clk_routes.png
Drawn at 4 px/micron.
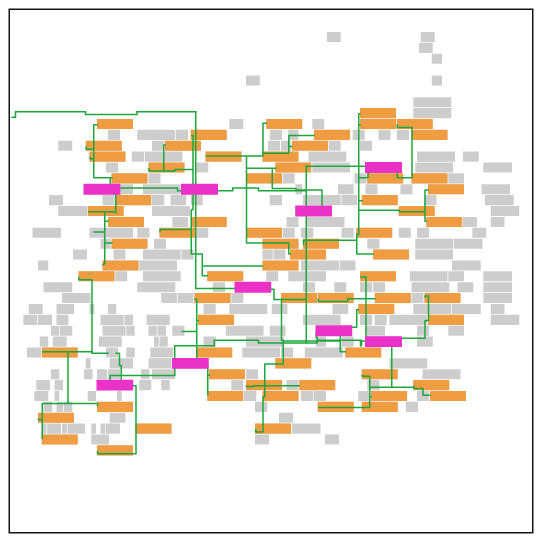
flops_by_reg.png
Drawn at 4 px/micron.
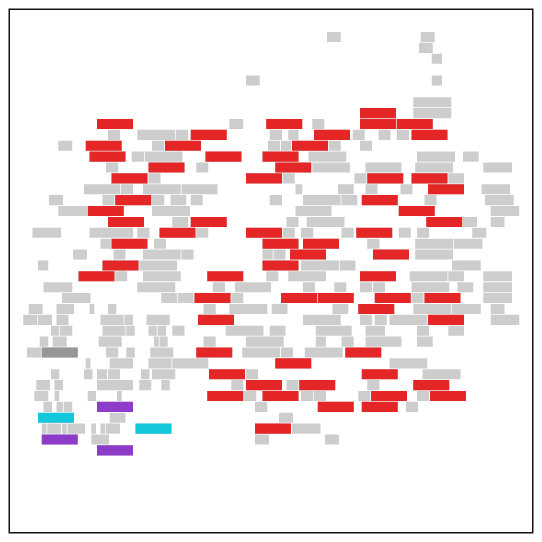
**src/rtl/regfile_pkg.sv**
```systemverilog
// Shared types and default widths for the regfile_mp register bank.
package regfile_pkg;

    localparam int DATA_W_DEF = 8;
    localparam int ADDR_W_DEF = 3;

    typedef enum logic [1:0] {
        IDLE,
        CLEAR,
        DONE
    } state_e;

endpackage

```
**src/rtl/regfile_clear_fsm.sv**
```systemverilog
// Clear sequencer: walks every register address once, then pulses done.
module regfile_clear_fsm
    import regfile_pkg::*;
#(
    parameter int ADDR_W = ADDR_W_DEF
) (
    input  logic              clk,
    input  logic              rst,
    input  logic              clear_req,
    output logic              clear_busy,
    output logic              clear_done,
    output logic              clear_we,
    output logic [ADDR_W-1:0] clear_addr
);

    state_e            state_q, state_d;
    logic [ADDR_W-1:0] cnt_q, cnt_d;

    always_comb begin
        state_d = state_q;
        cnt_d   = cnt_q;
        unique case (state_q)
            IDLE: begin
                if (clear_req) begin
                    state_d = CLEAR;
                    cnt_d   = '0;
                end
            end
            CLEAR: begin
                // Hold the counter on the last address instead of wrapping.
                if (cnt_q == '1) begin
                    state_d = DONE;
                end else begin
                    cnt_d = cnt_q + 1'b1;
                end
            end
            DONE: begin
                state_d = IDLE;
            end
            default: begin
                state_d = IDLE;
            end
        endcase
    end

    always_ff @(posedge clk or posedge rst) begin
        if (rst) begin
            state_q <= IDLE;
            cnt_q   <= '0;
        end else begin
            state_q <= state_d;
            cnt_q   <= cnt_d;
        end
    end

    assign clear_busy = (state_q == CLEAR);
    assign clear_done = (state_q == DONE);
    assign clear_we   = clear_busy;
    assign clear_addr = cnt_q;

endmodule

```
**src/rtl/regfile_mp.sv**
```systemverilog
// 2R/1W register bank with hardware clear sequencer.
// Define REGFILE_BYPASS_EN to forward same-cycle write data to the read ports.
module regfile_mp
    import regfile_pkg::*;
#(
    parameter int DATA_W   = DATA_W_DEF,
    parameter int ADDR_W   = ADDR_W_DEF,
    parameter bit ZERO_REG = 1'b0
) (
    input  logic              clk,
    input  logic              rst,
    input  logic              reg_write,
    input  logic [ADDR_W-1:0] write_addr,
    input  logic [DATA_W-1:0] write_data,
    input  logic [ADDR_W-1:0] read_addr1,
    input  logic [ADDR_W-1:0] read_addr2,
    output logic [DATA_W-1:0] read_data1,
    output logic [DATA_W-1:0] read_data2,
    input  logic              clear_req,
    output logic              clear_busy,
    output logic              clear_done,
    output logic              write_drop
);

    localparam int DEPTH = 1 << ADDR_W;

    logic [DATA_W-1:0] regs_q [DEPTH];
    logic              drop_q, drop_d;
    logic              clear_we;
    logic [ADDR_W-1:0] clear_addr;
    logic              wr_zero;
    logic              ext_we;

    regfile_clear_fsm #(
        .ADDR_W(ADDR_W)
    ) u_clear_fsm (
        .clk       (clk),
        .rst       (rst),
        .clear_req (clear_req),
        .clear_busy(clear_busy),
        .clear_done(clear_done),
        .clear_we  (clear_we),
        .clear_addr(clear_addr)
    );

    assign wr_zero = ZERO_REG && (write_addr == '0);
    assign ext_we  = reg_write && !clear_busy && !wr_zero;
    assign drop_d  = reg_write && clear_busy && !wr_zero;

    // The clear sequencer always wins the single write port.
    always_ff @(posedge clk or posedge rst) begin
        if (rst) begin
            for (int i = 0; i < DEPTH; i++) begin
                regs_q[i] <= '0;
            end
        end else if (clear_we) begin
            regs_q[clear_addr] <= '0;
        end else if (ext_we) begin
            regs_q[write_addr] <= write_data;
        end
    end

    always_ff @(posedge clk or posedge rst) begin
        if (rst) begin
            drop_q <= 1'b0;
        end else begin
            drop_q <= drop_d;
        end
    end

    assign write_drop = drop_q;

    always_comb begin
        read_data1 = regs_q[read_addr1];
        if (ZERO_REG && (read_addr1 == '0)) begin
            read_data1 = '0;
        end
`ifdef REGFILE_BYPASS_EN
        else if (ext_we && (write_addr == read_addr1)) begin
            read_data1 = write_data;
        end
`endif
    end

    always_comb begin
        read_data2 = regs_q[read_addr2];
        if (ZERO_REG && (read_addr2 == '0)) begin
            read_data2 = '0;
        end
`ifdef REGFILE_BYPASS_EN
        else if (ext_we && (write_addr == read_addr2)) begin
            read_data2 = write_data;
        end
`endif
    end

endmodule
```
**config.mk**
```make
export PLATFORM = sky130hd
export DESIGN_NAME = regfile_mp
export DESIGN_NICKNAME = d
export VERILOG_FILES = /design/src/rtl/regfile_pkg.sv /design/src/rtl/regfile_clear_fsm.sv /design/src/rtl/regfile_mp.sv
export SDC_FILE = /design/constraint.sdc
export NUM_CORES = 1
export LEC_CHECK = 0
export CAP_MARGIN = 20
export CORE_MARGIN = 3
export CORE_UTILIZATION = 25
export CTS_CLUSTER_SIZE = 25
export DETAILED_ROUTE_END_ITERATION = 12
export GPL_ROUTABILITY_DRIVEN = 0
export PLACE_DENSITY = 0.48
export SLEW_MARGIN = 15
export SYNTH_ARGS = -nofsm -noshare
export SYNTH_HDL_FRONTEND = slang
export SYNTH_SLANG_ARGS = --single-unit
```
**constraint.sdc**
```tcl
create_clock -name clk -period 4.35 [get_ports clk]
set_clock_uncertainty 0.15 [all_clocks]
set_input_delay 0.87 -clock clk [delete_from_list [all_inputs] [get_ports clk]]
set_output_delay 0.87 -clock clk [all_outputs]
set_load 0.1 [all_outputs]
```
==> results.yml <==
# generated from flow reports
final_layout:
  n_fill_cell: 1502
  flops: 70
  layout_top_cell: "dfrtp_1"
  clkbuf_count: 10
  fin_cells: 473
  layout-drive-gt1-share: 0.232
  largest_class: "multi-input combinational cells"
  lay_top_cells: "dfrtp_1, a22o_1, mux4_1"
  largest_register: "regs_q"
  nets: 307
  sh_comb_area: 0.402
  logic_area_sq_um: 1950
  area_growth_pct: 25.2
  inv_count: 5
  n_all_buffers: 45
  comb_cells: 153
placement:
  hpwl_microns: 7540
  dp.cells: 457
  numPortBuffers: 39
logic_synthesis:
  yosys_area_sq_um: 3870
  top_logic_kind: "multiplexers"
  synth.cellmix.compoundShare: 0.180
  numSynthFlops: 70
  yosys.area.top_type_share: 0.452
  top_cells_by_area: "dfrtp_1, mux4_1, a22o_1"
  synthAdderAreaFrac: 0.00646
  top_cell: "dfrtp_1"
  ys_sh_xor: 0
  synth-edff-count: 0
  ys_cells: 255
  async_flop_share: 1.00
  synthMuxAreaShare: 0.272
  synth_warnings: 0
  synthCells: 255
  synth.avg_cell_area_sq_um: 15.2
floorplanning:
  core_sq_um: 14900
  pin_count: 40
  fp_util: 0.261
  dieArea_sq_um: 17000
  tapCellCount: 184
  row_count: 44
grt:
  grt_use_met2: 0.213
  grt_antenna_before_repair: 0
  busiest_layer: "met2"
  grt_pass1_vias: 2694
  met1_usage: 0.200
  grt_pass1_wl_microns: 17300
  grt_usage: 0.142
  gr-usage-met3: 0.0488
hold_path:
  worstHoldPathCells: 1
  holdCritStartpoint: "regs_q[20]"
cts:
  htreeDepth: 3
  ctsHoldBuffers: 0
  post_cts_buffers: 0
  clk_pin_slew_ns: 0.06
  clock_path_buffers: 2
  cts_tree: "yes"
  cts_resized: 0
  cts_buffers: 9
final_timing:
  worst_pin_slew_ns: 0.978
  clock.fmax_mhz: 265
  hold_viol_final: 0
  fin_setup_tns_ns: 0
  period_used_share: 0.867
  finalSetupViolCount: 0
  rsz0062_at_grt: "no"
  setup_ws_ns: 0.580
run:
  warnings: 26
power_and_ir_drop:
  ir_worst_vdd_mv: 0.317
  switchingPower_mw: 1.33
  power_density_nw_per_um2: 679
  p_leak_nw: 2.31
  maxPowerGroup: "combinational cells"
  seqPwrFrac: 0.317
  combPwrFrac: 0.453
critical_path:
  crit_path_end_kind: "output port"
  crit_path_start: "read_addr1[0]"
  critical_path_arrival_ns: 2.75
  crit_path_end: "read_data1[0]"
  cpPeakStageDelay_ns: 0.61
  cp.depth: 5
  rrSetupSlack_ns: 2.20
  crit_path_top_delay_cell: "mux4_1"
  cp.required_ns: 3.33
  r2r-start: "u_clear_fsm.state_q[1]"
  regToRegEndpoint: "regs_q[62]"
routing:
  routed_wl_microns: 11500
  drtIter0Drc: 193
  ant_nets: 0
  wl_met3_microns: 1010
  top_layer: "met4"
  wl_met2_microns: 5230
  wl_met1_microns: 5130
outcome:
  status: "finished, final reports clean"
Notes on clk_routes.png above:
orange -> flip-flops  # count 70
green -> clock wires  # length 1030 microns
magenta -> clock drivers  # count 9
routed clock nets = 10
Worst-Skew Late Latency: 0.34 ns
clock power share: 0.230
clock group power: 0.756 mW

Notes on flops_by_reg.png above:
cyan -> u_clear_fsm.state_q  # flops 2
red -> regs_q  # flops 64
purple -> u_clear_fsm.clear_addr  # flops 3
flop share of the area: 0.361
P_seq: 1.04 mW
storage element area: 1750 sq um
Final Util: 0.326

Power figures rest on the tool's default switching activity, not on a simulated workload.
